$ cat src/rtl/dmem_test_monitor.sv
// End-of-test monitor for CPU_Core programs on the DMEM write bus.
// Logs stores that land in the signature window and optionally checks each one
// against a running Fibonacci sequence. The run ends on a mailbox store or when
// the cycle limit is reached.
module dmem_test_monitor #(
  parameter int                ADDR_W       = 10,
  parameter int                DATA_W       = 32,
  parameter logic [ADDR_W-1:0] SIG_BASE     = 10'h100,
  parameter int                SIG_DEPTH    = 16,
  parameter logic [ADDR_W-1:0] MAILBOX_ADDR = 10'h3FF,
  parameter int                TIMEOUT      = 3000,
  parameter int                CNT_W        = 32,
  parameter bit                CHECK_FIB    = 1'b1,
  localparam int               IDX_W        = $clog2(SIG_DEPTH)
) (
  input  logic              CLK,
  input  logic              RST,
  input  logic              start,
  input  logic              MemWrite,
  input  logic [ADDR_W-1:0] address_DMEM,
  input  logic [DATA_W-1:0] write_data_DMEM,
  input  logic [IDX_W-1:0]  sig_rd_idx,
  output logic [DATA_W-1:0] sig_rd_data,
  output logic [IDX_W:0]    sig_count,
  output logic [CNT_W-1:0]  cycles,
  output logic              busy,
  output logic              done,
  output logic              pass,
  output logic              timeout,
  output logic [DATA_W-1:0] exit_code,
  output logic              mismatch,
  output logic [IDX_W-1:0]  first_bad_idx,
  output logic              overflow
);

  localparam logic [ADDR_W:0]  SIG_END = {1'b0, SIG_BASE} + (ADDR_W+1)'(SIG_DEPTH);
  localparam logic [CNT_W-1:0] TMO     = CNT_W'(TIMEOUT);
  localparam logic [IDX_W:0]   FULL    = (IDX_W+1)'(SIG_DEPTH);

  typedef enum logic [1:0] {S_IDLE, S_RUN, S_DONE} state_e;

  state_e            state_q;
  logic [DATA_W-1:0] log_q [SIG_DEPTH];
  logic [DATA_W-1:0] fib_a_q, fib_b_q;
  logic [IDX_W:0]    sig_count_q;
  logic [CNT_W-1:0]  cycles_q;
  logic              busy_q, done_q, pass_q, timeout_q, mismatch_q, overflow_q;
  logic [DATA_W-1:0] exit_code_q;
  logic [IDX_W-1:0]  first_bad_q;

  logic             win_hit, mbox_hit, log_full, fib_bad;
  logic [CNT_W-1:0] cyc_inc;

  // Address decode; the window bound is computed one bit wider so a window
  // ending at the top of the address space does not wrap.
  assign win_hit  = MemWrite && ({1'b0, address_DMEM} >= {1'b0, SIG_BASE}) &&
                    ({1'b0, address_DMEM} < SIG_END);
  assign mbox_hit = MemWrite && (address_DMEM == MAILBOX_ADDR);
  assign log_full = (sig_count_q == FULL);
  assign fib_bad  = CHECK_FIB && (write_data_DMEM != fib_a_q);
  assign cyc_inc  = cycles_q + CNT_W'(1);

  // Run-control FSM plus log, checker and all registered status outputs.
  always_ff @(posedge CLK or posedge RST) begin
    if (RST) begin
      state_q     <= S_IDLE;
      fib_a_q     <= '0;
      fib_b_q     <= DATA_W'(1);
      sig_count_q <= '0;
      cycles_q    <= '0;
      busy_q      <= 1'b0;
      done_q      <= 1'b0;
      pass_q      <= 1'b0;
      timeout_q   <= 1'b0;
      mismatch_q  <= 1'b0;
      overflow_q  <= 1'b0;
      exit_code_q <= '0;
      first_bad_q <= '0;
      for (int i = 0; i < SIG_DEPTH; i++) log_q[i] <= '0;
    end else begin
      case (state_q)
        S_IDLE, S_DONE: begin
          // Bus traffic in the start cycle is deliberately dropped.
          if (start) begin
            state_q     <= S_RUN;
            fib_a_q     <= '0;
            fib_b_q     <= DATA_W'(1);
            sig_count_q <= '0;
            cycles_q    <= '0;
            busy_q      <= 1'b1;
            done_q      <= 1'b0;
            pass_q      <= 1'b0;
            timeout_q   <= 1'b0;
            mismatch_q  <= 1'b0;
            overflow_q  <= 1'b0;
            exit_code_q <= '0;
            first_bad_q <= '0;
            for (int i = 0; i < SIG_DEPTH; i++) log_q[i] <= '0;
          end
        end
        S_RUN: begin
          cycles_q <= cyc_inc;
          // Window stores append in arrival order; the address only qualifies.
          if (win_hit) begin
            if (!log_full) begin
              log_q[sig_count_q[IDX_W-1:0]] <= write_data_DMEM;
              sig_count_q <= sig_count_q + (IDX_W+1)'(1);
              if (fib_bad && !mismatch_q) begin
                mismatch_q  <= 1'b1;
                first_bad_q <= sig_count_q[IDX_W-1:0];
              end
              fib_a_q <= fib_b_q;
              fib_b_q <= fib_a_q + fib_b_q;
            end else begin
              overflow_q <= 1'b1;
            end
          end
          // Mailbox takes priority over a timeout landing on the same cycle.
          if (mbox_hit) begin
            exit_code_q <= write_data_DMEM;
            pass_q      <= (write_data_DMEM == DATA_W'(1)) && !mismatch_q && !overflow_q;
            state_q     <= S_DONE;
            busy_q      <= 1'b0;
            done_q      <= 1'b1;
          end else if (cyc_inc == TMO) begin
            timeout_q <= 1'b1;
            pass_q    <= 1'b0;
            state_q   <= S_DONE;
            busy_q    <= 1'b0;
            done_q    <= 1'b1;
          end
        end
        default: state_q <= S_IDLE;
      endcase
    end
  end

  assign sig_rd_data   = log_q[sig_rd_idx];
  assign sig_count     = sig_count_q;
  assign cycles        = cycles_q;
  assign busy          = busy_q;
  assign done          = done_q;
  assign pass          = pass_q;
  assign timeout       = timeout_q;
  assign exit_code     = exit_code_q;
  assign mismatch      = mismatch_q;
  assign first_bad_idx = first_bad_q;
  assign overflow      = overflow_q;

endmodule

$ cat config.mk
export PLATFORM = sky130hd
export DESIGN_NAME = dmem_test_monitor
export DESIGN_NICKNAME = d
export VERILOG_FILES = /design/src/rtl/dmem_test_monitor.sv
export SDC_FILE = /design/constraint.sdc
export NUM_CORES = 2
export LEC_CHECK = 0
export CAP_MARGIN = 20
export CORE_AREA = 5 5 283 285
export CTS_BUF_LIST = sky130_fd_sc_hd__clkbuf_4 sky130_fd_sc_hd__clkbuf_8
export DETAILED_ROUTE_END_ITERATION = 10
export DIE_AREA = 0 0 288 290
export GPL_ROUTABILITY_DRIVEN = 0
export MAX_ROUTING_LAYER = met4
export SLEW_MARGIN = 20
export SYNTH_ARGS = -nofsm -noshare
export SYNTH_HDL_FRONTEND = slang
export SYNTH_SLANG_ARGS = --single-unit
$ cat constraint.sdc
create_clock -name CLK -period 43 [get_ports CLK]
set_input_delay 8.6 -clock CLK [delete_from_list [all_inputs] [get_ports CLK]]
set_output_delay 8.6 -clock CLK [all_outputs]
set_load 0.02 [all_outputs]
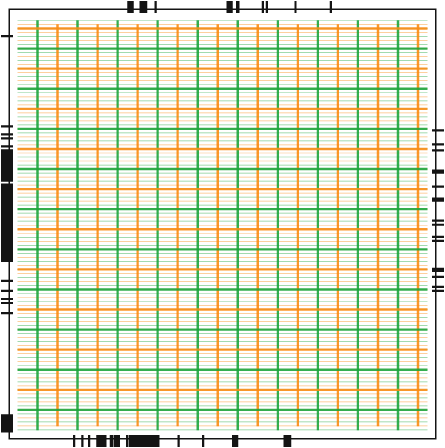
Figure 1: power grid.
Pins as bars on the die edge.
green -> VSS
orange -> VDD
rows = 102
met4 straps = 20
met5 straps = 20
met1 rails = 103

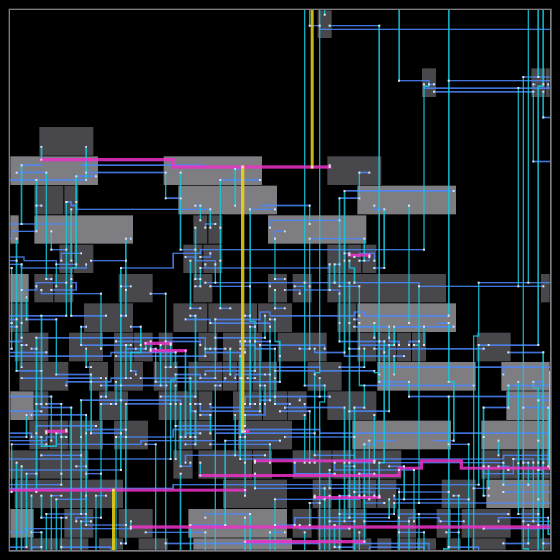
Figure 2: a small window of the routed layout.
Region (47, 192) to (97, 242) microns. Cells in gray, sequential cells in the stronger gray; small squares are vias.
yellow -> M4
blue -> M1
cyan -> M2
magenta -> M3
netlist names of flops here include = fib_a_q (6), fib_b_q (6)
most frequent = nand2_1 (19), nand3_1 (16)
sequential cells in the window = 12
cells with their middle in the window = 108

==> results.toml <==
# implementation run metrics
[power_and_ir_drop]
p_total_uw = 1440
pg_seq_uw = 656
switchingPower_uw = 377
powerComb_uw = 144
maxPowerGroup = "registers"
seq_power_share_pct = 45.4
power.internal_uw = 1070

[grt]
use_met1_pct = 31.4
gr-usage-met3_pct = 7.05
grt_use_met2_pct = 38.2
grt_max_degree = 179
grtUsageTotal_pct = 24.5
grt_pass1_wl_mm = 154
antenna_found_initial = 2

[setup_path]
cp.arrival_ps = 11950
worstSetupStartpointType = "input pin"
cp_max_fo = 84
worst-path-buf-inv = 3
cp.depth = 5
r2r_slack_ps = 38430
slowest_stage = "buf_4"
startpoint = "sig_rd_idx[0]"
critPathTopFamily = "buffers and inverters"

[clock_tree]
htree_levels = 3
clockBufferDepth = 3
insertion_delay_ps = 760
cts_tree = "built"
cts_setup_buffers = 0
cts_resized = 0

[floorplan]
die_w_microns = 288
initial_core_util_pct = 39.6
core_sq_um = 77100
design.die.area_sq_um = 83500
io_pins = 161

[synth]
synth.logic.top_family = "simple AND/OR/NAND/NOR gates"
aoi_share_pct = 13.6
synthDistinctLibCells = 67
mux_share_pct = 12.0
xor_share_pct = 1.98
yosys.area_share.simple_pct = 14.1
async_flop_share_pct = 100
synth_nets = 3055
yosys_most_used_dff = "dfrtp_1"
synthDominantAreaCellType = "dfrtp_1"
netlist_area_sq_um = 30500
numSynthFlops = 657
yosys_cells = 2967

[timing]
fmax_mhz = 48.7
fin_crit_ps = 20550
fin_crit_sh_pct = 47.8
relSlewSlack_pct = 24.5
maxSlewViolCount = 0
timing.final.ws_setup_ps = 22450

[final_layout]
sh_seq_area_pct = 46.1
antennaDiodeCount = 2
largest_reg_flops = 512
area_growth_pct = 16.8
design_area_sq_um = 35700
num-nonclk-inverters = 17
finish.utilization_pct = 46.3
clk_share_pct = 7.35
layout_top_cell = "nand2_1"

[routing]
drt_first_pass_iters = 5
ant_nets = 0
drt-met1-wl_mm = 40.5
wl_met3_mm = 9.62
met2_wirelength_mm = 46.9

[place]
placed_area_sq_um = 33000
dp_hpwl_mm = 56.9

[status]
outcome = "finished, final reports clean"

[job]
warnings = 33

[worst_hold_path]
hold_start = "fib_b_q[12]"
